$ cat config.mk
export PLATFORM = sky130hd
export DESIGN_NAME = regfile_writeback
export DESIGN_NICKNAME = d
export VERILOG_FILES = /design/src/rtl/regfile_writeback_pkg.sv /design/src/rtl/regfile_scoreboard.sv /design/src/rtl/regfile_writeback.sv
export SDC_FILE = /design/constraint.sdc
export NUM_CORES = 1
export LEC_CHECK = 0
export ABC_AREA = 1
export CORE_UTILIZATION = 50
export DETAILED_ROUTE_END_ITERATION = 7
export MAX_ROUTING_LAYER = met4
export PLACE_DENSITY = 0.8
export RECOVER_POWER = 25
export SETUP_SLACK_MARGIN = 0.3
export SYNTH_ARGS = -nofsm -noshare
export SYNTH_HDL_FRONTEND = slang
export SYNTH_SLANG_ARGS = --single-unit
$ cat constraint.sdc
create_clock -name CLK -period 2.2 [get_ports CLK]
set_input_delay 0.33 -clock CLK [delete_from_list [all_inputs] [get_ports CLK]]
set_output_delay 0.33 -clock CLK [all_outputs]
set_load 0.01 [all_outputs]
$ cat src/rtl/regfile_writeback_pkg.sv
// Shared register-file encodings and tracked-register index map.
// Used by writeback, decode and the hazard unit.
package regfile_writeback_pkg;

    localparam logic [1:0] SPEC_GPR = 2'b00;
    localparam logic [1:0] SPEC_SP  = 2'b01;
    localparam logic [1:0] SPEC_IH  = 2'b10;
    localparam logic [1:0] SPEC_T   = 2'b11;

    localparam int NUM_TRACKED = 11;
    localparam int IDX_W       = 4;

    typedef logic [IDX_W-1:0] regIdx_t;

    // GPRs occupy 0..7; SP/IH/T follow at 8..10.
    function automatic regIdx_t regIndex(
        input logic [1:0] spec,
        input logic [2:0] rd
    );
        if (spec == SPEC_GPR)
            return {1'b0, rd};
        return 4'd7 + {2'b00, spec};
    endfunction

endpackage

$ cat src/rtl/regfile_scoreboard.sv
// Pending-write counters per tracked register, with
// sticky protocol-error flag and two busy queries.
module regfile_scoreboard
    import regfile_writeback_pkg::*;
(
    input  logic    clk,
    input  logic    rst,
    input  logic    issueValid,
    input  regIdx_t issueIdx,
    input  logic    retireValid,
    input  regIdx_t retireIdx,
    input  logic    wbWriteValid,
    input  regIdx_t wbIdx,
    input  regIdx_t q1Idx,
    input  regIdx_t q2Idx,
    output logic    q1Busy,
    output logic    q2Busy,
    output logic    sbError
);

    logic [1:0]             cnt [NUM_TRACKED];
    logic [NUM_TRACKED-1:0] incVec;
    logic [NUM_TRACKED-1:0] decVec;
    logic                   m1;
    logic                   m2;

    always_comb begin
        incVec = '0;
        decVec = '0;
        for (int i = 0; i < NUM_TRACKED; i++) begin
            incVec[i] = issueValid && (issueIdx == IDX_W'(i));
            decVec[i] = retireValid && (retireIdx == IDX_W'(i));
        end
    end

    always_ff @(posedge clk or posedge rst) begin
        if (rst) begin
            for (int i = 0; i < NUM_TRACKED; i++)
                cnt[i] <= 2'd0;
            sbError <= 1'b0;
        end else begin
            for (int i = 0; i < NUM_TRACKED; i++) begin
                unique case ({incVec[i], decVec[i]})
                    2'b10: begin
                        if (cnt[i] == 2'd3)
                            sbError <= 1'b1;
                        else
                            cnt[i] <= cnt[i] + 2'd1;
                    end
                    2'b01: begin
                        if (cnt[i] == 2'd0)
                            sbError <= 1'b1;
                        else
                            cnt[i] <= cnt[i] - 2'd1;
                    end
                    default: ;
                endcase
            end
        end
    end

    // The write in WB lands on this falling edge, ahead of decode's read.
    assign m1 = wbWriteValid && (wbIdx == q1Idx);
    assign m2 = wbWriteValid && (wbIdx == q2Idx);

    assign q1Busy = (cnt[q1Idx] - {1'b0, m1}) != 2'd0;
    assign q2Busy = (cnt[q2Idx] - {1'b0, m2}) != 2'd0;

endmodule

$ cat src/rtl/regfile_writeback.sv
// MEM/WB latch, write-data select and register-file write port,
// plus the pending-write scoreboard used by decode.
module regfile_writeback
    import regfile_writeback_pkg::*;
#(
    parameter int DATA_W = 16,
    parameter int ADDR_W = 3
) (
    input  logic              CLK,
    input  logic              RST,
    input  logic              mem_valid,
    input  logic              mem_reg_write,
    input  logic              mem_kill,
    input  logic [1:0]        mem_spec,
    input  logic [ADDR_W-1:0] mem_rd,
    input  logic              mem_to_reg,
    input  logic [DATA_W-1:0] mem_alu_result,
    input  logic [DATA_W-1:0] mem_load_data,
    input  logic              stall,
    input  logic              issue_valid,
    input  logic [1:0]        issue_spec,
    input  logic [ADDR_W-1:0] issue_rd,
    input  logic [1:0]        q1_spec,
    input  logic [ADDR_W-1:0] q1_rd,
    input  logic [ADDR_W-1:0] q2_rd,
    output logic              q1_busy,
    output logic              q2_busy,
    output logic              regWrite,
    output logic [1:0]        writeSpecReg,
    output logic [ADDR_W-1:0] R3,
    output logic [DATA_W-1:0] inData3,
    output logic              sb_error
);

    logic              wbValid;
    logic              wbRegWrite;
    logic              wbKill;
    logic [1:0]        wbSpec;
    logic [ADDR_W-1:0] wbRd;
    logic [DATA_W-1:0] wbData;

    always_ff @(posedge CLK or posedge RST) begin
        if (RST) begin
            wbValid    <= 1'b0;
            wbRegWrite <= 1'b0;
            wbKill     <= 1'b0;
            wbSpec     <= SPEC_GPR;
            wbRd       <= '0;
            wbData     <= '0;
        end else if (!stall) begin
            wbValid    <= mem_valid;
            wbRegWrite <= mem_reg_write;
            wbKill     <= mem_kill;
            wbSpec     <= mem_spec;
            wbRd       <= mem_rd;
            wbData     <= mem_to_reg ? mem_load_data : mem_alu_result;
        end
    end

    assign regWrite     = wbValid & wbRegWrite & ~wbKill;
    assign writeSpecReg = wbSpec;
    assign R3           = wbRd;
    assign inData3      = wbData;

    regIdx_t issueIdx;
    regIdx_t wbIdx;
    regIdx_t q1Idx;
    regIdx_t q2Idx;
    logic    retireValid;

    assign issueIdx = regIndex(issue_spec, 3'(issue_rd));
    assign wbIdx    = regIndex(wbSpec, 3'(wbRd));
    assign q1Idx    = regIndex(q1_spec, 3'(q1_rd));
    assign q2Idx    = regIndex(SPEC_GPR, 3'(q2_rd));

    // Killed entries still retire; only live writes hide busy.
    assign retireValid = wbValid & wbRegWrite & ~stall;

    regfile_scoreboard u_sb (
        .clk          (CLK),
        .rst          (RST),
        .issueValid   (issue_valid),
        .issueIdx     (issueIdx),
        .retireValid  (retireValid),
        .retireIdx    (wbIdx),
        .wbWriteValid (regWrite),
        .wbIdx        (wbIdx),
        .q1Idx        (q1Idx),
        .q2Idx        (q2Idx),
        .q1Busy       (q1_busy),
        .q2Busy       (q2_busy),
        .sbError      (sb_error)
    );

endmodule

Run 1, I/O pins on the die edge:
Scale: 6 px per micron. Pins as bars across the die edge, other pins in gray.
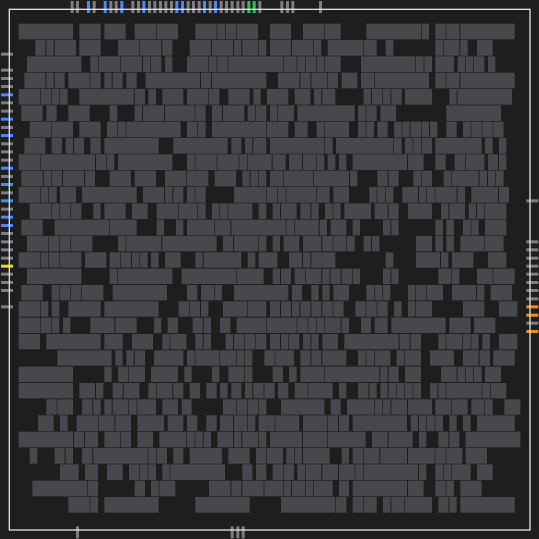
color	port	pins	direction	edge
green	`mem_spec`	2	input	top
blue	`mem_load_data`	16	input	8 top, 8 left
yellow	`regWrite`	1	output	left
orange	`issue_rd`	3	input	right
Chip Width: 86.56 microns
Die Ht: 86.56 microns
number of port buffers: 82

Run 1, the metal 2 layer:
Scale: 6 px per micron.
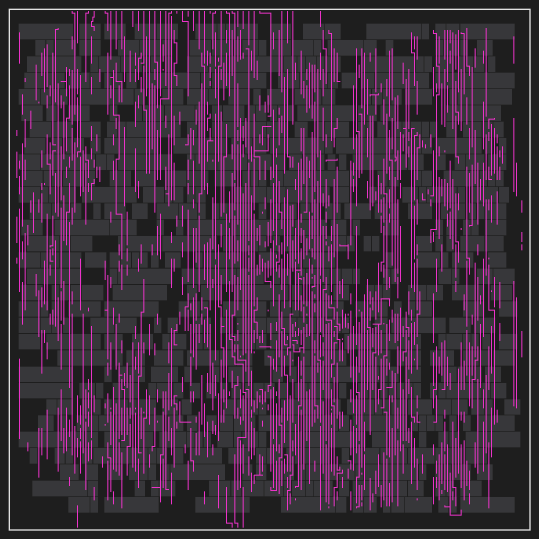
wire length on this layer	5980 microns
nets with wire on the layer	645
share of all routed wire	51%
via count: 4222
GRT met2 Usage: 0.5332
Routed Wire Length: 11650 microns

Run 1, metal 3:
Scale: 6 px per micron.
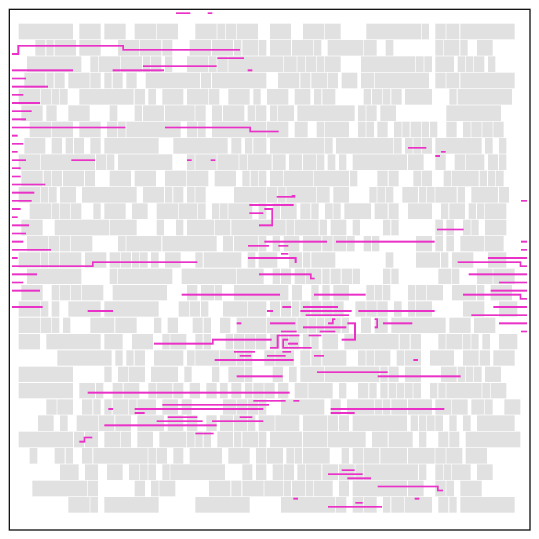
nets with wire on the layer	99
longest straight run	33.4 microns
share of all routed wire	6.3%
GRT met3 Usage: 0.04857

Run 1, wire density map:
Scale: 4 px per micron. The die is cut into 17 by 17 equal tiles; dark blue is low, red is high, scaled to the fullest tile. Values are wire area over tile area, all layers added.
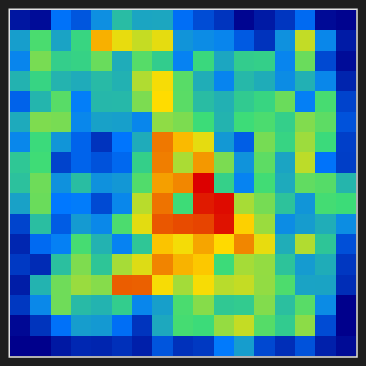
fullest tile	0.61
densest ninth of the die	center
mean over tiles	0.25
tiles over half the peak	36%
nearly empty tiles	2.4%
routed len/inst: 14.85 microns
GR Util All Layers: 0.3102

==> flow_summary_export.csv, run 1 <==
group,metric,value,unit
outcome,run_status,"finished clean",
clock_tree,postCtsSetupBuffers,5,
finish,clock_buffers,7,
finish,diodes,0,
final_timing,maxSlewViolCount,0,
final_timing,skew,8.636,ps
finish,n_fill_cell,509,
setup_path,path_delay_family,"simple AND/OR/NAND/NOR gates",
placement,place_congestion,0.9136,
synthesis,most_common_cell,"nand2_1",
power_and_ir_drop,peakVddDrop,0.4549,mV
grt,antenna_found_initial,0,
final_timing,hold_viol,0,
synthesis,synthMuxAreaShare,0.005600,
synthesis,ys_cells,542,
finish,dominant_cells,"multi-input combinational cells",
finish,regMostFlops,"u_sb.cnt",
finish,nNonClkInverters,96,
final_timing,worstMarginPinSlew,1243,ps
route,drt_iter0_drc,388,
finish,comb_area_share,0.4323,
synthesis,floorplan.nets,622,
floorplan,ioPinCount,83,
min_path,min_path_type,"reg -> reg",
finish,buffers,148,
final_timing,setup_tns,0,ps
synthesis,edf_count,0,
synthesis,synthAoiAreaFrac,0.1838,
finish,stdcell_count,784,
power_and_ir_drop,leakage,2.521,nW
synthesis,common_cells,"nand2_1 (103), inv_1 (95), a21oi_1 (70), nor2_1 (68), dfrtp_1 (47)",
final_timing,holdWs,490.7,ps
finish,logic_area,0.002357,sq mm
route,dr.pass1.iters,5,
finish,layout.cells.most_common,"nand2_1",
route,via_per_inst,5.385,
grt,grt_max_degree,48,
finish,seq_share,0.2162,
final_timing,finalClockPeriodUsage,0.9968,
clock_tree,clockBufferDepth,2,
setup_path,crit_type,"reg -> out",
synthesis,synth_chip_area,0.003575,sq mm
final_timing,fmax,0.4560,GHz
synthesis,ys_sh_xor,0.009800,
synthesis,synth.avg_cell_area,6.595,sq um
finish,final_area,0.005453,sq mm
finish,nonClkBufAreaFrac,0.2455,
setup_path,crit_arrival,1860,ps
clock_tree,cts_hold_buffers,0,
setup_path,cpMostUsedCell,"nor2_1",
route,drc,0,
final_timing,setup_viol,0,
synthesis,ff_type,"dfrtp_1",
setup_path,cpPeakStageDelay,460,ps
synthesis,synth_warnings,0,
synthesis,yosysSeqAreaShare,0.3290,
clock_tree,clock_sinks,47,
grt,use_met1,0.3705,
synthesis,ys_seq_elements,47,
setup_path,cp_max_fo,6,
grt,grt_pass1_wl,17680,microns
clock_tree,cts-resized-gates,72,
placement,place_area,0.004925,sq mm
run 1: path summary, 6_finish.rpt:
kind	from	end	slack [ps]	cells past startpoint
setup / recovery	writeSpecReg[1]	q1_busy	7	9
hold / removal	wbKill	wbKill	490	2
setup reg to reg	writeSpecReg[1]	u_sb.sbError	30	11
hold reg to reg	wbKill	wbKill	490	2
max in group asynchronous	RST	writeSpecReg[1]	510	3
min in group asynchronous	RST	u_sb.cnt[13]	850	3
run 1: layer usage:
metal | vias to the layer above | part of all wire
li1 | 2047 | -
met1 | 1961 | 0.39
met2 | 180 | 0.51
met3 | 34 | 0.062
met4 | 0 | 0.029
met5 | - | 0
run 1: report_power, final:
group / total [mW] / internal (mW) / switching, mW
clock: 0.593 / 0.259 / 0.334
sequential: 1.34 / 1.07 / 0.272
combinational: 1.37 / 0.603 / 0.767
Run 1, routing congestion:
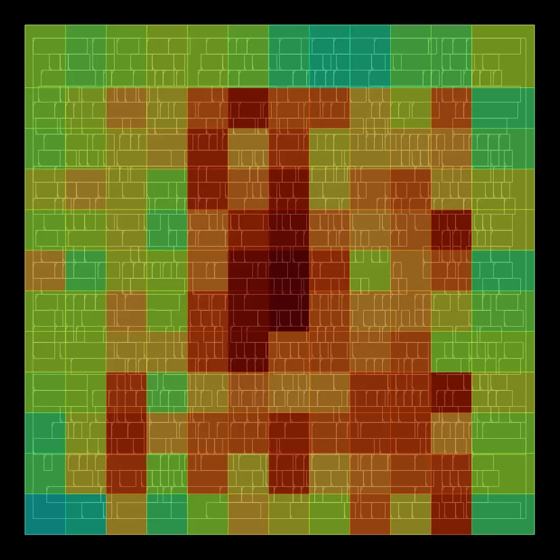

--- run 2 (diff from run 1) ---
--- a/config.mk
+++ b/config.mk
@@ -6,6 +6,7 @@
 export NUM_CORES = 1
 export LEC_CHECK = 0
 export ABC_AREA = 1
+export CORE_MARGIN = 8
 export CORE_UTILIZATION = 50
 export DETAILED_ROUTE_END_ITERATION = 7
 export MAX_ROUTING_LAYER = met4
Run 2, routing congestion:
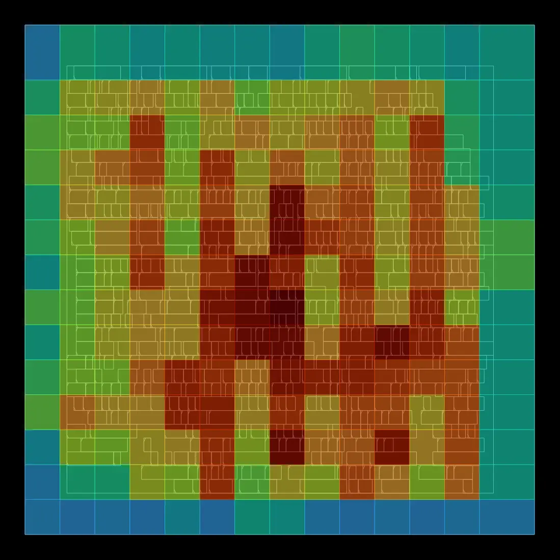
routed len/inst: 15.39 microns
Most Used Layer, Global Route: met2
final core occ: 0.7760
GRT met3 Usage: 0.05939

Run 2, I/O pins on the die edge:
Scale: 4 px per micron. Pins as bars across the die edge, other pins in gray.
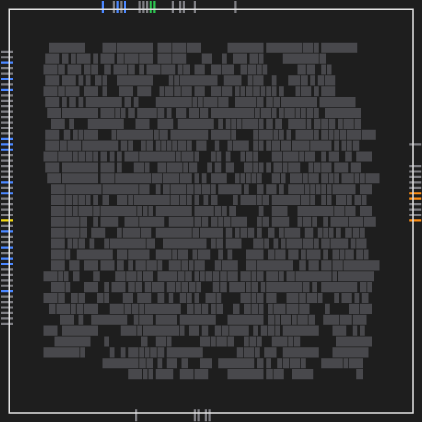
Die Ht: 100.6 microns
Chip Width: 100.6 microns

==> run 2 against run 1 <==
Against the previous run: clock power grew 31%; worst setup slack better by 28 ps; via count increased by 0.78%; register-to-register slack better by 30 ps; hold slack worse by 5.4 ps; non-clock buffer count is the same; critical path type unchanged; highest routed layer unchanged; combinational power about the same.
==> flow_summary_export.csv, run 2 <==
group,metric,value,unit
min_path,holdPathEnd,"wbKill",
finish,n_sequential_cell,47,
finish,logic_area,0.002397,sq mm
synthesis,synth_warnings,0,
setup_path,worstRegToRegCells,11,
clock_tree,clockBufferDepth,2,
placement,place_congestion,0.9724,
synthesis,floorplan.nets,622,
route,drc,0,
clock_tree,postCtsSetupBuffers,12,
final_timing,hold_viol,0,
route,via_per_inst,5.400,
floorplan,ioPinCount,83,
finish,n_fill_cell,514,
final_timing,worstMarginPinSlew,951.7,ps
setup_path,rr_startpoint,"writeSpecReg[1]",
finish,final_area,0.005508,sq mm
final_timing,setup_viol,0,
grt,antenna_found_initial,0,
finish,buffers,148,
setup_path,crit_arrival,1830,ps
finish,nNonClkInverters,96,
setup_path,crit_start,"writeSpecReg[1]",
floorplan,core-area,0.007098,sq mm
final_timing,setup_tns,0,ps
power_and_ir_drop,peakVddDrop,0.3654,mV
setup_path,reg2reg_slack,60,ps
finish,seq_share,0.2140,
grt,grt_pass1_vias,4287,
finish,layout.cells.most_common,"nand2_1",
synthesis,ys_seq_elements,47,
final_timing,finalClockPeriodUsage,0.9840,
synthesis,edf_count,0,
placement,place_area,0.004863,sq mm
setup_path,critPathCapture,"q1_busy",
setup_path,crit_type,"reg -> out",
floorplan,fp-utilization,0.5036,
grt,grt_max_degree,32,
finish,diodes,0,
synthesis,ys_cells,542,
setup_path,worst-path-stages,9,
clock_tree,clock_sinks,47,
finish,comb_area_share,0.4353,
power_and_ir_drop,leakage,2.538,nW
final_timing,skew,7.154,ps
placement,place_ws,-467.6,ps
grt,grt.total_usage,0.2494,
min_path,min_path_cells,2,
clock_tree,path_clk_slew,90,ps
power_and_ir_drop,p_per_area,638.3,mW/mm^2
synthesis,synth.avg_cell_area,6.595,sq um
grt,grt_pass1_wl,19630,microns
finish,regMostFlops,"u_sb.cnt",
finish,dominant_cells,"multi-input combinational cells",
setup_path,cp_max_fo,6,
floorplan,dieArea,0.01011,sq mm
setup_path,crit_buf_inv,2,
final_timing,fmax,0.4619,GHz
final_timing,rsz0062_at_grt,"true",
synthesis,common_cells,"nand2_1 (103), inv_1 (95), a21oi_1 (70), nor2_1 (68), dfrtp_1 (47)",
finish,drive_gt1_frac,0.2438,
route,drt_iter0_drc,297,
route,dr.pass1.iters,5,
min_path,min_path_type,"reg -> reg",
clock_tree,cts_hold_buffers,0,
setup_path,cpPeakStageDelay,490,ps
final_timing,holdWs,485.2,ps
finish,nonClkBufAreaFrac,0.2376,
clock_tree,cts-resized-gates,103,
placement,io_buffers,82,
setup_path,path_delay_family,"simple AND/OR/NAND/NOR gates",
outcome,run_status,"finished clean",
finish,stdcell_count,788,
synthesis,most_common_cell,"nand2_1",
job,max-cap-violations,0,
final_timing,setup_slack,35.13,ps
min_path,hp-start,"wbKill",
floorplan,rows,31,
synthesis,ff_type,"dfrtp_1",
final_timing,maxSlewHeadroom,0.3648,
synthesis,netlist.area_leader.share,0.3290,
finish,clock_buffers,5,
setup_path,r2r_end,"u_sb.sbError",
synthesis,yosysSeqAreaShare,0.3290,
final_timing,maxSlewViolCount,0,
setup_path,cp-end-kind,"output port",
synthesis,synth_chip_area,0.003575,sq mm
Run 2, the metal 2 layer:
Scale: 4 px per micron.
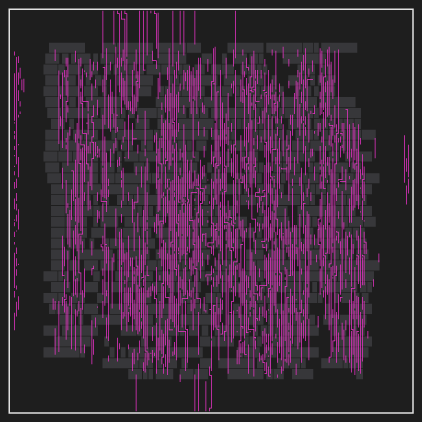
nets with wire on the layer	662
wire length on this layer	6000 microns
longest straight run	32.0 microns
via count: 4255
Routed Wire Length: 12120 microns
GRT met2 Usage: 0.4282

run 2: where the power goes:
| part | switching, mW | internal, mW |
|---|---|---|
| sequential | 0.286 | 1.07 |
| combinational | 0.771 | 0.613 |
| clock | 0.324 | 0.453 |
run 2: kinds of logic after synthesis:
logic type,synth area share
AOI/OAI and AO/OA,0.1838
xor gates and xnor gates,0.009802
adders and majority gates,0.07700
buffers and inverters,0.1145
DFF,0.3290
muxes,0.005601
and+or+nand+nor,0.2804
run 2: per-layer routing:
| layer | global-route usage | share of wire |
|---|---|---|
| met5 | - | 0 |
| met4 | 0.08953 | 0.026 |
| met2 | 0.4282 | 0.49 |
| met3 | 0.05939 | 0.073 |
| met1 | 0.2761 | 0.41 |
run 2: worst min-delay path: cells and delay by family, from the launching register on:
family	cells	cell delay, ps
simple gates	2	100
flops	1	350
Run 2, metal 3:
Scale: 4 px per micron.
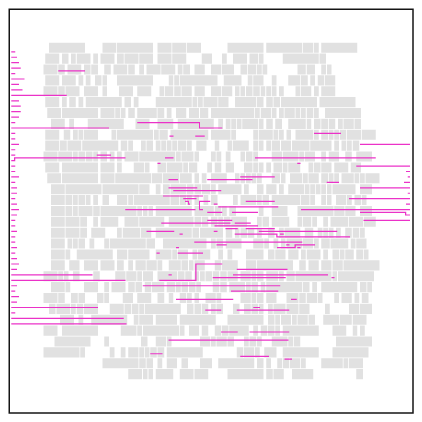

--- run 3 (diff from run 2) ---
--- a/config.mk
+++ b/config.mk
@@ -6,13 +6,15 @@
 export NUM_CORES = 1
 export LEC_CHECK = 0
 export ABC_AREA = 1
+export ABC_CLOCK_PERIOD_IN_PS = 2200
 export CORE_MARGIN = 8
 export CORE_UTILIZATION = 50
 export DETAILED_ROUTE_END_ITERATION = 7
 export MAX_ROUTING_LAYER = met4
-export PLACE_DENSITY = 0.8
+export PLACE_DENSITY = 0.89
 export RECOVER_POWER = 25
 export SETUP_SLACK_MARGIN = 0.3
+export SLEW_MARGIN = 20
 export SYNTH_ARGS = -nofsm -noshare
 export SYNTH_HDL_FRONTEND = slang
 export SYNTH_SLANG_ARGS = --single-unit
Run 3, metal 3:
Scale: 4 px per micron.
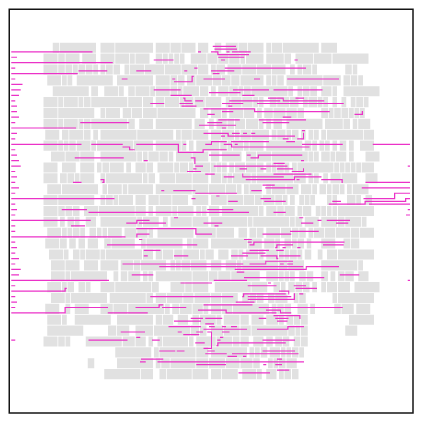
wire length on this layer	1690 microns
share of all routed wire	10%
longest straight run	39.8 microns
via count: 4824
GRT met3 Usage: 0.07182

Run 3, I/O pins on the die edge:
Scale: 4 px per micron. Pins as bars across the die edge, other pins in gray.
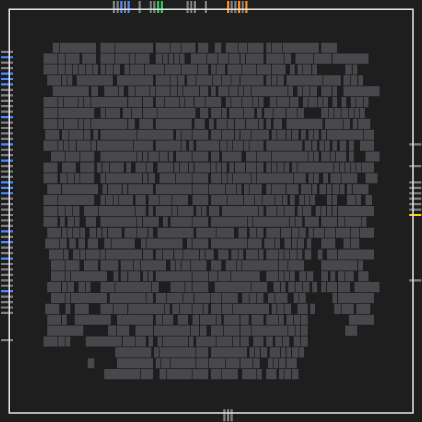
color	port	pins	direction	edge
blue	`mem_load_data`	16	input	14 left, 2 top
orange	`issue_rd`	3	input	top
yellow	`regWrite`	1	output	right
green	`mem_spec`	2	input	top
all pins by edge	50 left, 20 top, 10 right, 3 bottom

Run 3, wire density map:
Scale: 4 px per micron. The die is cut into 20 by 20 equal tiles; dark blue is low, red is high, scaled to the fullest tile. Values are wire area over tile area, all layers added.
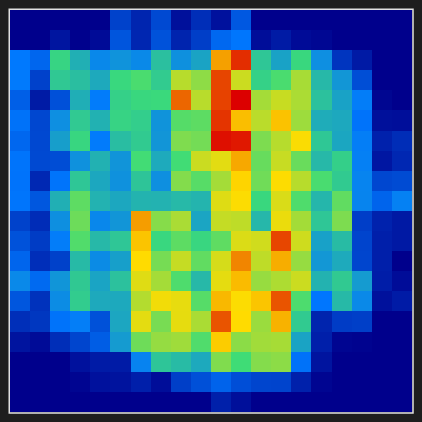
Routed Wire Length: 16430 microns
routed len/inst: 20.46 microns
GR Util All Layers: 0.2882

==> run 3 against run 2 <==
Against the previous run: the flow now finishes with violations (negative setup slack); flip-flop count is the same; critical path depth grew 4; sequential power grew 4%; register-to-register slack lost 230 ps; first-iteration DRC count grew 24%; wire length grew 35%; combinational power grew 17%; clock skew grew 2.7 ps; highest routed layer unchanged.
==> flow_summary_export.csv, run 3 <==
group,metric,value,unit
min_path,min_path_cells,4,
synthesis,ys_sh_adder,0.07700,
finish,nNonClkInverters,96,
power_and_ir_drop,power.share.clock,0.166,
finish,n_fill_cell,347,
synthesis,netlist.area_leader.share,0.3290,
power_and_ir_drop,sw_frac_of_total,0.4561,
synthesis,edf_count,0,
final_timing,maxSlewViolCount,0,
final_timing,fmax,0.4224,GHz
grt,grt_max_degree,32,
power_and_ir_drop,leakage,2.660,nW
route,wl_met1,5760,microns
clock_tree,path_clk_slew,110,ps
final_timing,rsz0062_at_grt,"true",
route,drc,0,
floorplan,dieWidth,100.6,microns
setup_path,cpPeakStageDelay,420,ps
synthesis,yosysSeqAreaShare,0.3290,
finish,seq_share,0.1970,
final_timing,worstMarginPinSlew,873.6,ps
placement,place_ws,-488.5,ps
outcome,run_status,"complete, but fails checks",
setup_path,reg2reg_slack,-170,ps
finish,diodes,0,
setup_path,path_delay_family,"simple AND/OR/NAND/NOR gates",
final_timing,finalClockPeriodUsage,1.076,
grt,grt_pass1_vias,4677,
final_timing,setup_slack,-167.6,ps
power_and_ir_drop,p_int,1.973,mW
synthesis,simple_gate_area_frac,0.2804,
min_path,holdPathEnd,"wbKill",
route,drt_iter0_drc,367,
synthesis,most_common_cell,"nand2_1",
final_timing,setup_viol,7,
final_timing,maxSlewHeadroom,0.4170,
setup_path,crit_buf_inv,3,
power_and_ir_drop,sequentialPower,1.41,mW
setup_path,crit_start,"writeSpecReg[0]",
power_and_ir_drop,pg_comb,1.62,mW
clock_tree,clock_sinks,47,
placement,io_buffers,82,
finish,logic_area,0.002706,sq mm
outcome,violations,"negative setup slack",
synthesis,ys_top_logic_family,"simple AND/OR/NAND/NOR gates",
finish,nonClkBufAreaFrac,0.2511,
job,max-cap-violations,0,
floorplan,dieArea,0.01011,sq mm
synthesis,floorplan.nets,622,
setup_path,worst-path-stages,13,
grt,use_met1,0.2987,
floorplan,die_h,100.6,microns
power_and_ir_drop,p_seq_frac,0.389,
power_and_ir_drop,peakVddDrop,0.3825,mV
route,via_per_inst,6.007,
run 3: cell types whose count changed in the layout (fill, tap and decap cells not counted), sizes merged, moves of 2 or more:
cell / change
buf: +17
dlygate4sd2: -3
bufinv: -2
clkdlybuf4s50: +2
inv: +2
run 3: metrics by stage:
step / total power, mW / utilization / TNS [ps]
after floorplan: 1.996 / - / 0
after global placement: 2.491 / 0.6965 / -3813
after detailed placement: 2.555 / 0.6965 / -5241
after CTS: 3.228 / 0.7661 / 0
after global routing: 3.808 / 0.8429 / -1213
final: 3.628 / 0.8429 / -579.8
run 3: repair_timing:
item	CTS	global route
endpoints found under the setup margin	22	25
pin swaps	24	42
buffers inserted	9	14
gates resized	114	129
Power figures rest on the tool's default switching activity, not on a simulated workload.
